run_1/m3.png
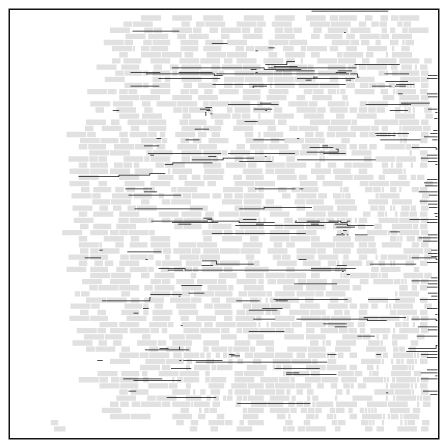
run_1/clock_wires.png
Bar = 50 um.
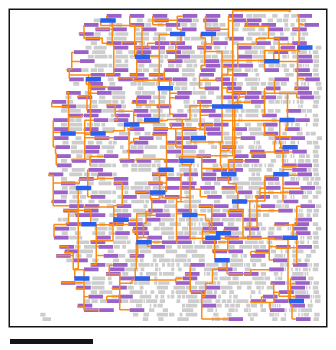
run_1/clock_nets.png
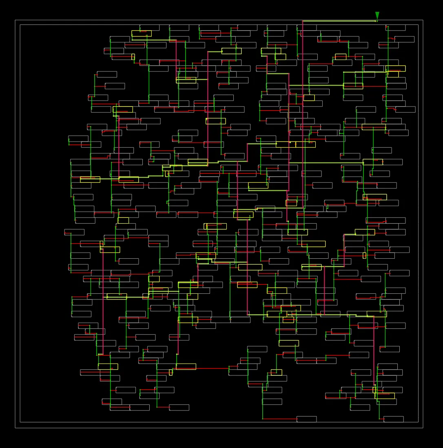
$ cat config.mk
export PLATFORM = sky130hd
export DESIGN_NAME = alu_issue_unit
export DESIGN_NICKNAME = d
export VERILOG_FILES = /design/src/rtl/alu_issue_unit_pkg.sv /design/src/rtl/alu_regfile.sv /design/src/rtl/alu_issue_unit.sv
export SDC_FILE = /design/constraint.sdc
export NUM_CORES = 1
export LEC_CHECK = 0
export CAP_MARGIN = 20
export CORE_MARGIN = 2
export CORE_UTILIZATION = 48
export CTS_CLUSTER_SIZE = 40
export DETAILED_ROUTE_END_ITERATION = 12
export GPL_TIMING_DRIVEN = 1
export PLACE_DENSITY = 0.66
export SLEW_MARGIN = 15
export SYNTH_ARGS = -nofsm -noshare
export SYNTH_HDL_FRONTEND = slang
export SYNTH_HIERARCHICAL = 1
export SYNTH_SLANG_ARGS = --single-unit
$ cat constraint.sdc
create_clock -name clk -period 2.4 [get_ports clk]
set_input_delay 0.48 -clock clk [delete_from_list [all_inputs] [get_ports clk]]
set_output_delay 0.48 -clock clk [all_outputs]
set_load 0.02 [all_outputs]
$ cat src/rtl/alu_issue_unit_pkg.sv
// Shared types for the ALU issue unit: opcode encoding, EX-stage payload and default sizes.
package alu_issue_unit_pkg;

  localparam int unsigned DefaultBitwidth     = 16;
  localparam int unsigned DefaultRegCount     = 16;
  localparam int unsigned DefaultRegAddrWidth = $clog2(DefaultRegCount);

  typedef enum logic [3:0] {
    OpAdd    = 4'h0,
    OpInc    = 4'h1,
    OpSub    = 4'h2,
    OpDec    = 4'h3,
    OpAnd    = 4'h4,
    OpXor    = 4'h5,
    OpOr     = 4'h6,
    OpMov    = 4'h7,
    OpCarry  = 4'h8,
    OpBorrow = 4'hA,
    OpNand   = 4'hC,
    OpXnor   = 4'hD,
    OpNor    = 4'hE,
    OpNot    = 4'hF
  } aluOp_e;

  typedef struct packed {
    aluOp_e                         opcode;
    logic [DefaultRegAddrWidth-1:0] dest;
    logic [DefaultBitwidth-1:0]     opA;
    logic [DefaultBitwidth-1:0]     opB;
  } exStage_t;

endpackage

$ cat src/rtl/alu_regfile.sv
// Architectural register file: two combinational read ports, one synchronous write port.
module alu_regfile #(
  parameter int unsigned BITWIDTH     = 16,
  parameter int unsigned REGCOUNT     = 16,
  parameter int unsigned REGADDRWIDTH = $clog2(REGCOUNT)
) (
  input  logic                    clk,
  input  logic                    async_nrst,
  input  logic [REGADDRWIDTH-1:0] rdAddrA_i,
  output logic [BITWIDTH-1:0]     rdDataA_o,
  input  logic [REGADDRWIDTH-1:0] rdAddrB_i,
  output logic [BITWIDTH-1:0]     rdDataB_o,
  input  logic                    wrEn_i,
  input  logic [REGADDRWIDTH-1:0] wrAddr_i,
  input  logic [BITWIDTH-1:0]     wrData_i
);

  logic [BITWIDTH-1:0] regs_q [REGCOUNT];

  always_ff @(posedge clk or negedge async_nrst) begin
    if (!async_nrst) begin
      for (int i = 0; i < REGCOUNT; i++) begin
        regs_q[i] <= '0;
      end
    end else if (wrEn_i) begin
      regs_q[wrAddr_i] <= wrData_i;
    end
  end

  assign rdDataA_o = regs_q[rdAddrA_i];
  assign rdDataB_o = regs_q[rdAddrB_i];

endmodule

$ cat src/rtl/alu_issue_unit.sv
// Issue/EX/WB front end for a combinational ALU: operand read with forwarding, write-back
// into the local register file, and a retired-result valid/ready stream.
module alu_issue_unit
  import alu_issue_unit_pkg::*;
#(
  parameter int unsigned BITWIDTH     = DefaultBitwidth,
  parameter int unsigned REGCOUNT     = DefaultRegCount,
  parameter int unsigned REGADDRWIDTH = $clog2(REGCOUNT)
) (
  input  logic                    clk,
  input  logic                    async_nrst,
  input  logic                    Instr_Valid,
  output logic                    Instr_Ready,
  input  logic [3:0]              Instr_Opcode,
  input  logic [REGADDRWIDTH-1:0] Instr_Dest,
  input  logic [REGADDRWIDTH-1:0] Instr_SrcA,
  input  logic [REGADDRWIDTH-1:0] Instr_SrcB,
  output logic [BITWIDTH-1:0]     ALU_Data_OutA,
  output logic [BITWIDTH-1:0]     ALU_Data_OutB,
  output logic [3:0]              ALU_Opcode,
  output logic                    ALU_Enable,
  input  logic [BITWIDTH-1:0]     ALU_ResultIn,
  output logic                    Result_Valid,
  input  logic                    Result_Ready,
  output logic [REGADDRWIDTH-1:0] Result_Dest,
  output logic [BITWIDTH-1:0]     Result_Data
);

  exStage_t                exStage_q, exStage_d;
  logic                    exValid_q, exValid_d;
  logic                    wbValid_q, wbValid_d;
  logic [REGADDRWIDTH-1:0] wbDest_q, wbDest_d;
  logic [BITWIDTH-1:0]     wbData_q, wbData_d;

  logic                    advance;
  logic [BITWIDTH-1:0]     rfDataA, rfDataB;
  logic [BITWIDTH-1:0]     opA, opB;

  alu_regfile #(
    .BITWIDTH    (BITWIDTH),
    .REGCOUNT    (REGCOUNT),
    .REGADDRWIDTH(REGADDRWIDTH)
  ) u_regfile (
    .clk       (clk),
    .async_nrst(async_nrst),
    .rdAddrA_i (Instr_SrcA),
    .rdDataA_o (rfDataA),
    .rdAddrB_i (Instr_SrcB),
    .rdDataB_o (rfDataB),
    .wrEn_i    (wbValid_q && Result_Ready),
    .wrAddr_i  (wbDest_q),
    .wrData_i  (wbData_q)
  );

  assign advance     = !wbValid_q || Result_Ready;
  assign Instr_Ready = advance;

  // The youngest in-flight producer wins, so the register file is never read stale.
  always_comb begin
    opA = rfDataA;
    if (exValid_q && exStage_q.dest == Instr_SrcA) begin
      opA = ALU_ResultIn;
    end else if (wbValid_q && wbDest_q == Instr_SrcA) begin
      opA = wbData_q;
    end
  end

  always_comb begin
    opB = rfDataB;
    if (exValid_q && exStage_q.dest == Instr_SrcB) begin
      opB = ALU_ResultIn;
    end else if (wbValid_q && wbDest_q == Instr_SrcB) begin
      opB = wbData_q;
    end
  end

  always_comb begin
    exStage_d = exStage_q;
    exValid_d = exValid_q;
    wbValid_d = wbValid_q;
    wbDest_d  = wbDest_q;
    wbData_d  = wbData_q;
    if (advance) begin
      exValid_d = Instr_Valid;
      if (Instr_Valid) begin
        exStage_d.opcode = aluOp_e'(Instr_Opcode);
        exStage_d.dest   = Instr_Dest;
        exStage_d.opA    = opA;
        exStage_d.opB    = opB;
      end
      wbValid_d = exValid_q;
      if (exValid_q) begin
        wbDest_d = exStage_q.dest;
        wbData_d = ALU_ResultIn;
      end
    end
  end

  always_ff @(posedge clk or negedge async_nrst) begin
    if (!async_nrst) begin
      exStage_q <= '0;
      exValid_q <= 1'b0;
      wbValid_q <= 1'b0;
      wbDest_q  <= '0;
      wbData_q  <= '0;
    end else begin
      exStage_q <= exStage_d;
      exValid_q <= exValid_d;
      wbValid_q <= wbValid_d;
      wbDest_q  <= wbDest_d;
      wbData_q  <= wbData_d;
    end
  end

  assign ALU_Data_OutA = exStage_q.opA;
  assign ALU_Data_OutB = exStage_q.opB;
  assign ALU_Opcode    = exStage_q.opcode;
  assign ALU_Enable    = exValid_q;

  assign Result_Valid = wbValid_q;
  assign Result_Dest  = wbDest_q;
  assign Result_Data  = wbData_q;

endmodule

==> flow_summary.ini, run 1 <==
; synthesis and place-and-route metrics
[cells_and_area]
final_cells = 1721
area_delta_synth_final_pct = 19.7
antennaDiodeCount = 0
layout-drive-gt1-share_pct = 42.3
fin_nets = 1281
layout_top_cell = dfrtp_1
fin_area_sq_um = 19800
final_cell_mix = dfrtp_1, mux2_2, mux4_2, nand2_1, clkdlybuf4s50_1
fillCellCount = 2633
logic_area_sq_um = 7940
seqCellArea_sq_um = 7960

[placement]
post_dp_cell_area_sq_um = 18600
placed_cells = 1662
io_buffers = 94
hpwlAfterDp_um = 28200
gp_congestion = 0.792

[floorplanning]
fp_util_pct = 48.4
dieHeight_um = 190
ios = 95
die_area_sq_um = 36000
core_area_sq_um = 34300
dieWidth_um = 190
fp-row-count = 68

[pwr]
pg_seq_uw = 9660
p_seq_share_pct = 41.5
p_leak_uw = 0.00844
p_int_uw = 16100
p_comb_uw = 8090
switching_share_pct = 31.0
power_density_nw_per_um2 = 1170
power_frac_comb_pct = 34.7
power.group.top = sequential cells
power.switching_uw = 7210
peakVddDrop_uv = 624
clock_power_share_pct = 23.8

[setup_path]
r2r_slack_ns = 0.47
crit_required_ns = 1.92
path_max_fanout = 13
crit_path_end = Result_Dest[1]
slowest_stage = clkdlybuf4s50_1
timing.rr.start = Result_Valid
path_class = reg -> out
crit_chain = clkdlybuf4s50_1
worstSetupEndpointType = output pin
critPathMaxStageDelay_ns = 0.70
critical_path_depth = 1
path_buffers = 1
startpoint = Result_Dest[1]
r2r-end = u_regfile/regs_q[194]
cp.arrival_ns = 1.87
path_delay_family = buffers and inverters
cp-start-kind = flop
rr_worst_depth = 5

[detailed_routing]
drt_iter0_drc = 750
drt-total-wl_um = 42300
wl_met3_um = 2350
drtPass1Iterations = 5
wl_met1_um = 18400
ant_nets = 0
wl_per_cell_um = 24.6
routed-wl-met2_um = 20700
vias = 10600
remaining_drc_errors = 0
via_per_inst = 6.16
highest_layer = met5

[min_path]
min_from = ALU_Opcode[0]
hp-class = reg -> reg
holdPathStages = 2
hold_end = ALU_Opcode[0]

[timing]
slew_violations = 0
hold_viol = 0
grt_setup_unrepaired = false
finalSetupViolations = 0
worst_pin_slew_ns = 0.499
fin_crit_sh_pct = 97.7
max_freq_mhz = 426
min_period_ns = 2.35
relSlewSlack_pct = 66.7

[logic_synthesis]
top_logic_kind = multiplexers
synth_seq_share_pct = 48.0
ys_types = 32
ys_ff = 318
yosys_cells = 1154
synth_area_sq_um = 16600
ys_sh_mux_pct = 38.1
syn_inst = 1154
adder_share_pct = 0
syn-num-nets = 1190
xor_share_pct = 0.845
avgSynthCellArea_sq_um = 14.4
yosys_warnings = 6
ys_area_sq_um = 16600
yosys.area_share.aoi_pct = 4.76
simple_gate_area_share_pct = 4.11

[clock_tree]
ctsHoldBuffers = 1
cts_resized = 0
cts_tree = built
ctsLongestPathBuffers = 3
cts_buffers = 35
postCtsSetupBuffers = 0
clk_pin_slew_worst_paths_ns = 0.06
ctsHtreeMaxLevel = 2
clockRootBuffer = clkbuf_16

[global_routing]
overflow = 0
grtUsageTotal_pct = 24.1
antenna_found_initial = 2
grt_pass1_wl_um = 66300
grt_start_max_net_pins = 62
grt_pass1_vias = 11000

[flow_run]
tool_warnings = 26
max_cap_violations = 0

[outcome]
status = finished clean
-- m3.png (at the start) --
longest straight run: 71.1 um
wire length on this layer: 2,350 um
nets with wire on the layer: 156
share of all routed wire: 5.6%

-- clock_wires.png (at the start) --
[blue] clock-net drivers | count: 35
[orange] clock wires | length: 3,960 um
[purple] flip-flops | count: 318
flops lie: widely spread

-- clock_nets.png (at the start) --
Worst Skew: 0.0162 ns
CTS sink cnt: 318
clock network power: 5530 uW
worst-skew pair later-pin latency: 0.51 ns

-- run 1: layer usage --
layer	up-vias	global-route usage, %
li1	4529	-
met1	5662	33.9
met2	341	39.8
met3	67	3.58
met4	4	5.75
met5	-	0
-- run 1: through the flow --
stage	utilization, %	setup slack [ns]	hold WS, ns	TNS, ns	total power (uW)
finish	57.9	0.0541	0.473	0	23300
global route	57.9	0.0176	0.488	0	24500
CTS	57.9	0.0299	0.477	0	23400
detailed placement	54.4	-0.00774	0.454	-0.0271	17700
global placement	54.4	0.0197	0.447	0	17400
floorplan	-	0.248	0.184	0	15200
-- run 1: registers in the layout, summed over array words and instances (netlist names) --
name              count
u_regfile/regs_q    256
Result_Data          16
ALU_Data_OutA        16
Result_Dest           4
ALU_Opcode            4
Result_Valid          1
exStage_q             4
ALU_Enable            1
ALU_Data_OutB        16
-- run 1: synth_stat cells (all sizes together) --
master / number / share of area [%]
nor2: 12 / 0.33
xnor2: 4 / 0.21
o21ai: 4 / 0.12
mux4: 128 / 17
dfrtp: 318 / 48
o21bai: 3 / 0.14
nand3: 3 / 0.091
clkbuf: 53 / 1.2
buf: 78 / 3.0
xor2: 12 / 0.63
inv: 1 / 0.023
and3: 1 / 0.038
nor2b: 4 / 0.15
and2: 4 / 0.15
o221ai: 29 / 1.6
nand2: 113 / 2.6
nand2b: 4 / 0.15
or3: 3 / 0.11
nand3b: 3 / 0.14
nor4: 2 / 0.26
nor3b: 1 / 0.075
mux2i: 32 / 1.9
mux2: 276 / 19
a22oi: 64 / 2.9
nor3: 2 / 0.060
-- run 1: area by class of cell --
type / instances / area share, %
clock buffer: 54 / 5.49
multi-input combinational: 704 / 40.0
tap: 455 / 2.87
timing repair buffer: 185 / 11.0
inverter: 1 / 0.0189
clock inverter: 4 / 0.479
sequential: 318 / 40.1
## Run 2: what changed since run 1
Settings changed: SLEW_MARGIN 15 to 10.
run_2/route_heat.png
Bar = 50 um. The die is cut into 38 by 38 equal tiles; white is low, dark blue is high, scaled to the fullest tile. Values are wire area over tile area, all layers added.
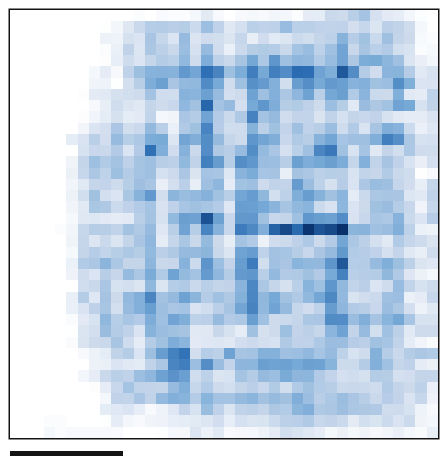
emptiest ninth of the die: north-west
mean over tiles: 0.19
tiles over half the peak: 9.6%
fullest tile: 0.73
nearly empty tiles: 17%
densest ninth of the die: center

run_2/clock_nets.png
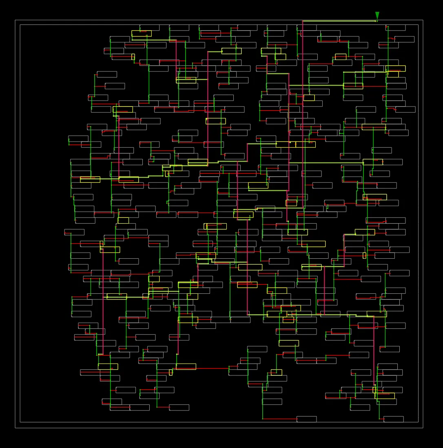
clock buf count: 54
flop count: 318
cts bufs inserted: 35

==> run 2 against run 1 <==
Against the previous run: cell count is the same; sequential power about the same; clock power about the same; die area is the same; first-iteration DRC count did not move; global-route usage unchanged; non-clock buffer count unchanged; sequential cell count stayed put.
==> flow_summary.ini, run 2 <==
; synthesis and place-and-route metrics
[cells_and_area]
layout-drive-gt1-share_pct = 42.3
fin_area_sq_um = 19800
area_delta_synth_final_pct = 19.7
fillCellCount = 2633
layout_top_cell = dfrtp_1
fin_nets = 1281
largest_reg_flops = 256
antennaDiodeCount = 0
largest_register = u_regfile/regs_q

[logic_synthesis]
synthFlopType = dfrtp_1
synth_top_cell_by_area = dfrtp_1
adder_share_pct = 0
ys_types = 32
async_reset_ff_share_pct = 100
ys_ff = 318
xor_share_pct = 0.845
top_cell = dfrtp_1
top_cell_area_share_pct = 48.0
ys_sh_mux_pct = 38.1
synth_area_sq_um = 16600
edf_count = 0
yosys.area_share.aoi_pct = 4.76
ys_area_sq_um = 16600
area_leaders = dfrtp_1, mux4_2, mux2_2
syn_inst = 1154
synth_seq_share_pct = 48.0
top_logic_kind = multiplexers

[global_routing]
overflow = 0
grt_start_max_net_pins = 62
grtUsageTotal_pct = 24.1
grt_pass1_vias = 11000
antenna_found_initial = 2
grt_pass1_wl_um = 66300

[timing]
finalSetupViolations = 0
grt_setup_unrepaired = false
min_period_ns = 2.35
fin_crit_sh_pct = 97.7
relSlewSlack_pct = 66.7
worst_pin_slew_ns = 0.499

[setup_path]
critPathMaxStageDelay_ns = 0.70
startpoint = Result_Dest[1]
path_class = reg -> out
rr_worst_depth = 5
crit_chain = clkdlybuf4s50_1
timing.rr.start = Result_Valid
r2r-end = u_regfile/regs_q[194]
cp-start-kind = flop
crit_required_ns = 1.92
path_delay_family = buffers and inverters
worstSetupEndpointType = output pin
r2r_slack_ns = 0.47
critical_path_depth = 1
cp.arrival_ns = 1.87

[detailed_routing]
via_per_inst = 6.16
drtPass1Iterations = 5
vias = 10600
wl_per_cell_um = 24.6
remaining_drc_errors = 0
ant_nets = 0
drt_iter0_drc = 750

[placement]
hpwlAfterDp_um = 28200
post_dp_cell_area_sq_um = 18600
io_buffers = 94

[pwr]
power_frac_comb_pct = 34.7
clock_power_share_pct = 23.8
p_seq_share_pct = 41.5
p_leak_uw = 0.00844
peakVddDrop_uv = 624

[clock_tree]
clockRootBuffer = clkbuf_16
ctsLongestPathBuffers = 3
clk_pin_slew_worst_paths_ns = 0.06
ctsHtreeMaxLevel = 2
clock_sinks = 318
clk-insertion-delay-late_ns = 0.51
cts_tree = built

[floorplanning]
fp_util_pct = 48.4
dieWidth_um = 190
dieHeight_um = 190
fp-row-count = 68
ios = 95

[min_path]
holdPathStages = 2
hold_end = ALU_Opcode[0]
hp-class = reg -> reg

[flow_run]
max_cap_violations = 0

[outcome]
status = finished clean
run 2: cell counts in the layout (fill, tap and decap cells not counted):
Identical to the previous run, type by type.
run 2: power by group through the flow:
| stage | logic [uW] | clock network [uW] | registers, uW |
|---|---|---|---|
| 2_1_floorplan | 5890 | 0 | 9260 |
| 3_3_place_gp | 7870 | 0 | 9500 |
| 3_5_place_dp | 8060 | 0 | 9680 |
| 5_1_grt | 8650 | 5880 | 9990 |
| 4_1_cts | 8100 | 5640 | 9620 |
| 6_report | 8090 | 5530 | 9660 |
run 2: cell families (layout without fill, tap and decap cells):
family                    count (synthesis)  after routing
xor gates and xnor gates                 16             16
and+or+nand+nor                         152            152
buffers and inverters                   132            244
muxes                                   436            436
DFF                                     318            318
AOI/OAI and AO/OA                       100            100
run 2: area by class of cell:
class                   count  area (sq um)  area share (%)
flip-flops and latches    318          7960            40.1
multi-input cells         704          7940            40.0
repair buffers            185          2190            11.0
clock buffers              54          1090            5.49
well taps                 455           569            2.87
clock inverters             4          95.1           0.479
inverters                   1          3.75          0.0189
run 2: layer usage:
layer	global-route usage [%]	wire length, um	vias to the layer above
met1	33.9	18400	5662
met2	39.8	20700	341
met5	0	23	-
met4	5.75	774	4
li1	-	-	4529
met3	3.58	2350	67
run 2: what timing repair did:
action | CTS | global route
resized | 0 | 1
setup endpoints to repair | 0 | 1
hold endpoints to repair | 50 | 0
hold buffers | 1 | 0
run 2: metrics by stage:
step	std cells	util [%]	setup WS [ns]	power, uW	TNS [ns]
global placement	1662	54.4	0.0197	17400	0
detailed placement	1662	54.4	-0.00774	17700	-0.0271
global route	1721	57.9	0.0176	24500	0
finish	1721	57.9	0.0541	23300	0
floorplan	1154	-	0.248	15200	0
CTS	1721	57.9	0.0299	23400	0
Power is estimated from default activity; no workload was simulated.
